File: src/rtl/uart_pkg.sv
// Shared constants for the UART byte path: byte width, drain FSM states, busy timeout.
package uart_pkg;
    localparam int BYTE_W       = 8;
    localparam int BUSY_TIMEOUT = 4;
    localparam int TMR_W        = $clog2(BUSY_TIMEOUT);

    typedef enum logic [0:0] {
        DRN_IDLE      = 1'b0,
        DRN_WAIT_BUSY = 1'b1
    } drn_state_t;
endpackage

File: src/rtl/byte_fifo_core.sv
// Circular byte buffer with an explicit occupancy register and push/pop/drop arbitration.
// Latency: a push shows in level/empty/full one clock after its edge; head follows rd_ptr.
// Backpressure: none upstream; a push into a full buffer without a same-cycle pop is dropped.
module byte_fifo_core
    import uart_pkg::*;
#(
    parameter int DEPTH = 16
) (
    input  logic                   clk,
    input  logic                   rst_n,
    input  logic                   wr_valid,
    input  logic [BYTE_W-1:0]      wr_data,
    input  logic                   pop,
    output logic [BYTE_W-1:0]      head,
    output logic [$clog2(DEPTH):0] level,
    output logic                   empty,
    output logic                   full,
    output logic                   drop
);
    localparam int PTR_W = $clog2(DEPTH);
    localparam int LVL_W = PTR_W + 1;

    logic [BYTE_W-1:0] mem [DEPTH];
    logic [PTR_W-1:0]  wr_ptr;
    logic [PTR_W-1:0]  rd_ptr;
    logic [LVL_W-1:0]  level_nxt;
    logic              do_push;
    logic              do_pop;

    // A pop in the same cycle frees the slot, so a full buffer still accepts the write.
    assign do_pop  = pop && !empty;
    assign do_push = wr_valid && (!full || do_pop);
    assign drop    = wr_valid && full && !do_pop;
    assign head    = mem[rd_ptr];

    always_comb begin
        level_nxt = level;
        if (do_push && !do_pop) begin
            level_nxt = level + 1'b1;
        end else if (do_pop && !do_push) begin
            level_nxt = level - 1'b1;
        end
    end

    always_ff @(posedge clk or negedge rst_n) begin
        if (!rst_n) begin
            wr_ptr <= '0;
            rd_ptr <= '0;
            level  <= '0;
            empty  <= 1'b1;
            full   <= 1'b0;
        end else begin
            if (do_push) wr_ptr <= wr_ptr + 1'b1;
            if (do_pop)  rd_ptr <= rd_ptr + 1'b1;
            level <= level_nxt;
            empty <= (level_nxt == '0);
            full  <= (level_nxt == LVL_W'(DEPTH));
        end
    end

    // Storage is deliberately left out of reset; the pointers define what is valid.
    always_ff @(posedge clk) begin
        if (do_push) mem[wr_ptr] <= wr_data;
    end
endmodule

File: src/rtl/uart_byte_fifo.sv
// Elastic byte buffer between a UART receiver and transmitter, with overflow accounting.
// Latency: write strobe to tx_en is 2 clocks on an empty buffer with the transmitter ready.
// Backpressure: one tx_en per transmitter busy period, only while tx_rdy; excess writes are counted.
module uart_byte_fifo
    import uart_pkg::*;
#(
    parameter int DEPTH = 16,
    parameter int CNT_W = 8
) (
    input  logic                   clk,
    input  logic                   rst_n,
    input  logic                   wr_valid,
    input  logic [BYTE_W-1:0]      wr_data,
    input  logic                   tx_rdy,
    output logic                   tx_en,
    output logic [BYTE_W-1:0]      tx_data,
    output logic [$clog2(DEPTH):0] level,
    output logic                   empty,
    output logic                   full,
    output logic                   overflow,
    input  logic                   clr_overflow,
    output logic [CNT_W-1:0]       drop_cnt
);
    drn_state_t        state;
    drn_state_t        state_nxt;
    logic [TMR_W-1:0]  tmr;
    logic [TMR_W-1:0]  tmr_nxt;
    logic              pop;
    logic              drop;
    logic [BYTE_W-1:0] head;

    byte_fifo_core #(
        .DEPTH (DEPTH)
    ) u_core (
        .clk      (clk),
        .rst_n    (rst_n),
        .wr_valid (wr_valid),
        .wr_data  (wr_data),
        .pop      (pop),
        .head     (head),
        .level    (level),
        .empty    (empty),
        .full     (full),
        .drop     (drop)
    );

    always_comb begin
        state_nxt = state;
        tmr_nxt   = tmr;
        pop       = 1'b0;
        case (state)
            DRN_IDLE: begin
                tmr_nxt = '0;
                if (!empty && tx_rdy) begin
                    pop       = 1'b1;
                    state_nxt = DRN_WAIT_BUSY;
                end
            end
            DRN_WAIT_BUSY: begin
                // Leave on the busy edge, or after the guard in case en was ignored.
                if (!tx_rdy || tmr == TMR_W'(BUSY_TIMEOUT - 1)) begin
                    state_nxt = DRN_IDLE;
                    tmr_nxt   = '0;
                end else begin
                    tmr_nxt = tmr + 1'b1;
                end
            end
            default: state_nxt = DRN_IDLE;
        endcase
    end

    always_ff @(posedge clk or negedge rst_n) begin
        if (!rst_n) begin
            state   <= DRN_IDLE;
            tmr     <= '0;
            tx_en   <= 1'b0;
            tx_data <= '0;
        end else begin
            state <= state_nxt;
            tmr   <= tmr_nxt;
            tx_en <= pop;
            if (pop) tx_data <= head;
        end
    end

    always_ff @(posedge clk or negedge rst_n) begin
        if (!rst_n) begin
            overflow <= 1'b0;
            drop_cnt <= '0;
        end else if (clr_overflow) begin
            overflow <= 1'b0;
            drop_cnt <= '0;
        end else if (drop) begin
            overflow <= 1'b1;
            if (drop_cnt != '1) drop_cnt <= drop_cnt + 1'b1;
        end
    end
endmodule

File: config.mk
export PLATFORM = sky130hd
export DESIGN_NAME = uart_byte_fifo
export DESIGN_NICKNAME = d
export VERILOG_FILES = /design/src/rtl/uart_pkg.sv /design/src/rtl/byte_fifo_core.sv /design/src/rtl/uart_byte_fifo.sv
export SDC_FILE = /design/constraint.sdc
export NUM_CORES = 1
export LEC_CHECK = 0
export ABC_CLOCK_PERIOD_IN_PS = 2300
export CORE_ASPECT_RATIO = 1.75
export CORE_MARGIN = 4
export CORE_UTILIZATION = 59
export DETAILED_ROUTE_END_ITERATION = 12
export GPL_ROUTABILITY_DRIVEN = 0
export PLACE_DENSITY_LB_ADDON = 0.12
export SLEW_MARGIN = 20
export SYNTH_ARGS = -nofsm -noshare
export SYNTH_HDL_FRONTEND = slang
export SYNTH_SLANG_ARGS = --single-unit
File: constraint.sdc
create_clock -name clk -period 2.3 [get_ports clk]
set_input_delay 0.575 -clock clk [delete_from_list [all_inputs] [get_ports clk]]
set_output_delay 0.575 -clock clk [all_outputs]
set_load 0.01 [all_outputs]
==> summary.txt <==
Maximum number of pins on one net before global-route repair: 28
Relative area of clock buffers and inverters in the final design: 0.0726
Starting density of the core: 0.608
Outcome: completed
Synth Seq Share: 0.695
Clock sink total: 164
Post-layout power: 10.0 mW
Number of distinct library cell variants in the gate-level netlist after synthesis: 52
Critical register-to-register path endpoint: tx_data[6]
DRT antenna net count: 0
Logic cell area: 1970 um2
Portion of the layout cell area used by non-clock buffers: 0.104
Most numerous cell in the Yosys netlist: edfxtp_1
Buffer and inverter count on the worst path: 4
Number of flip-flops and latches: 164
Remaining design rule violation count: 0
Sort of element at the start of the critical path: input port
TritonCTS buffer count: 17
Worst slack on hold paths: 0.0487 ns
Clock tree from TritonCTS: done
Final worst clock skew: 0.00826 ns
Design internal power: 6.85 mW
Register with the most flip-flops: u_core.mem
Global-route layer with the greatest usage: met2
WL met1: 5280 um
Peak per-stage delay on the critical path: 0.51 ns
Syn-to-layout area delta: 22.9%
R2R cell count: 4
Dominant comb cell: multiplexers
Post-route clock period utilization: 0.992
RSZ-0062 raised after global routing: yes
Flip-flop count of the largest register after layout: 128
Fill cell count: 672
Count of hold-fix buffers inserted at cts: 0
Number of warnings in the stage logs: 31
Total grt overflow: 0
Cell-by-cell trace of the critical path: clkdlybuf4s50_1 > or3b_4 > inv_4 > o21ai_1 > nor3b_2 > buf_4 > and2_1 > buf_12
Dominant logic cell types in the final layout: 128 x edfxtp_1, 36 x clkdlybuf4s50_1, 34 x dfrtp_1
Width of the chip: 89.3 um
Slowest library cell on the worst path: clkdlybuf4s50_1
Final critical path time including I/O delays and setup: 2.28 ns
Multi-input logic portion of the cell area: 0.234
Worst slack, placed: -0.577 ns
Count of inserted tapcells: 132
Peak VDD IR: 0.856 mV
Worst setup path end: u_core.mem[4][0]
Leakage: 3.00 nW
Final worst setup slack: 0.0174 ns
Count of nets after finishing: 506
Worst slew pin tran: 0.829 ns
Arrival time reported for the critical path endpoint: 2.43 ns
Total instance count after detailed placement: 597
PDN straps and rails:
Scale: 3 px per um. Pins as bars on the die edge.
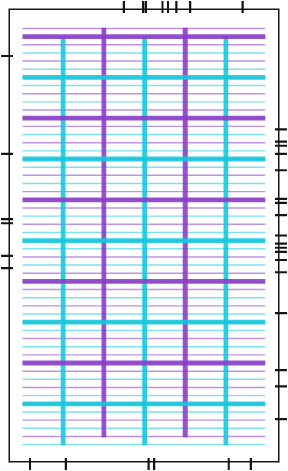
| colour | net |
|---|---|
| purple | VDD |
| cyan | VSS |
met5 straps: 10
signal pins: 38

Routing congestion:
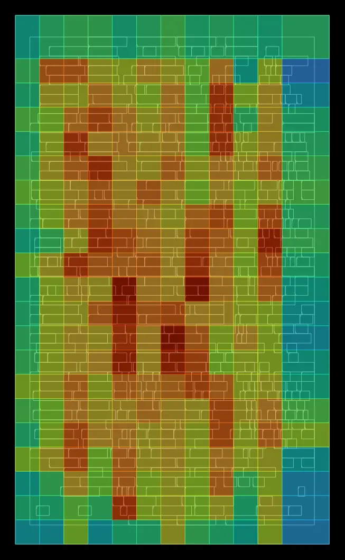
Global Route met2 Usage: 0.438
met1 track demand over resource in global routing: 0.268
combined global-route utilization of all metal layers: 0.241

Clock network drawn from the DEF:
Scale: 4 px per um.
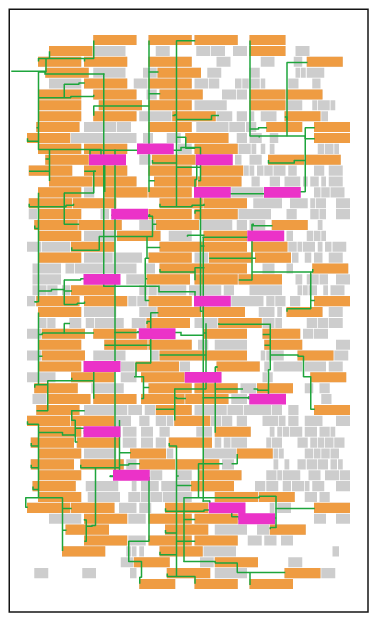
[green] clock wires | length: 1,730 um
[magenta] clock-net drivers | count: 17
[orange] flip-flops | count: 164
routed clock nets: 18

Placed cells, one colour a class:
Scale: 4 px per um. Fill, decap, tap and diode cells in grey.
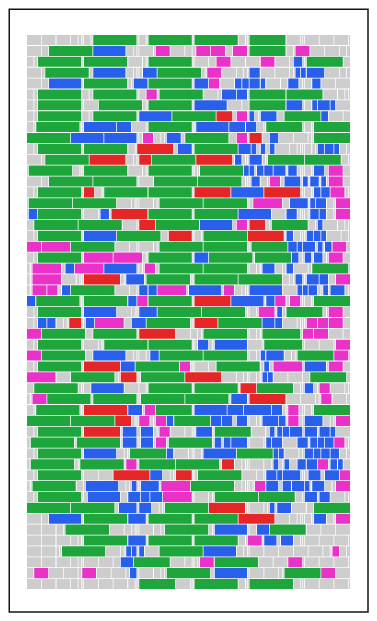
| colour | class | cells | share of their area |
|---|---|---|---|
| green | registers | 164 | 58% |
| blue | remaining logic cells | 219 | 24% |
| red | clock drivers and dummy loads | 32 | 7.4% |
| magenta | remaining buffers and delay cells | 82 | 11% |
area of the core: 11,200 um2
design area: 8390 um2

Sequential cells coloured by netlist name:
Scale: 4 px per um. Other sequential cells in the stronger grey, the rest of the logic in the fainter grey.
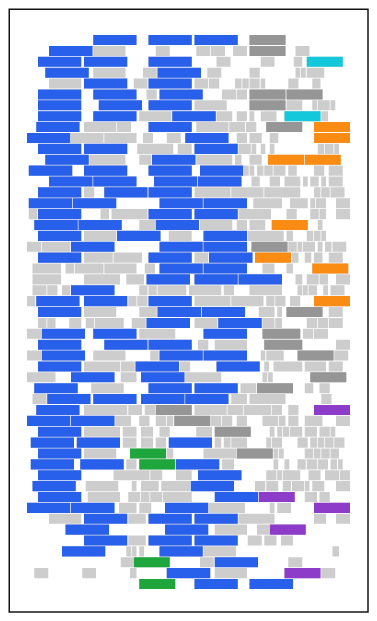
| colour | signal | sequential cells |
|---|---|---|
| purple | `u_core.level` | 5 |
| cyan | `tmr` | 2 |
| orange | `drop_cnt` | 8 |
| green | `u_core.wr_ptr` | 4 |
| blue | `u_core.mem` | 128 |

Power figures rest on the tool's default switching activity, not on a simulated workload.
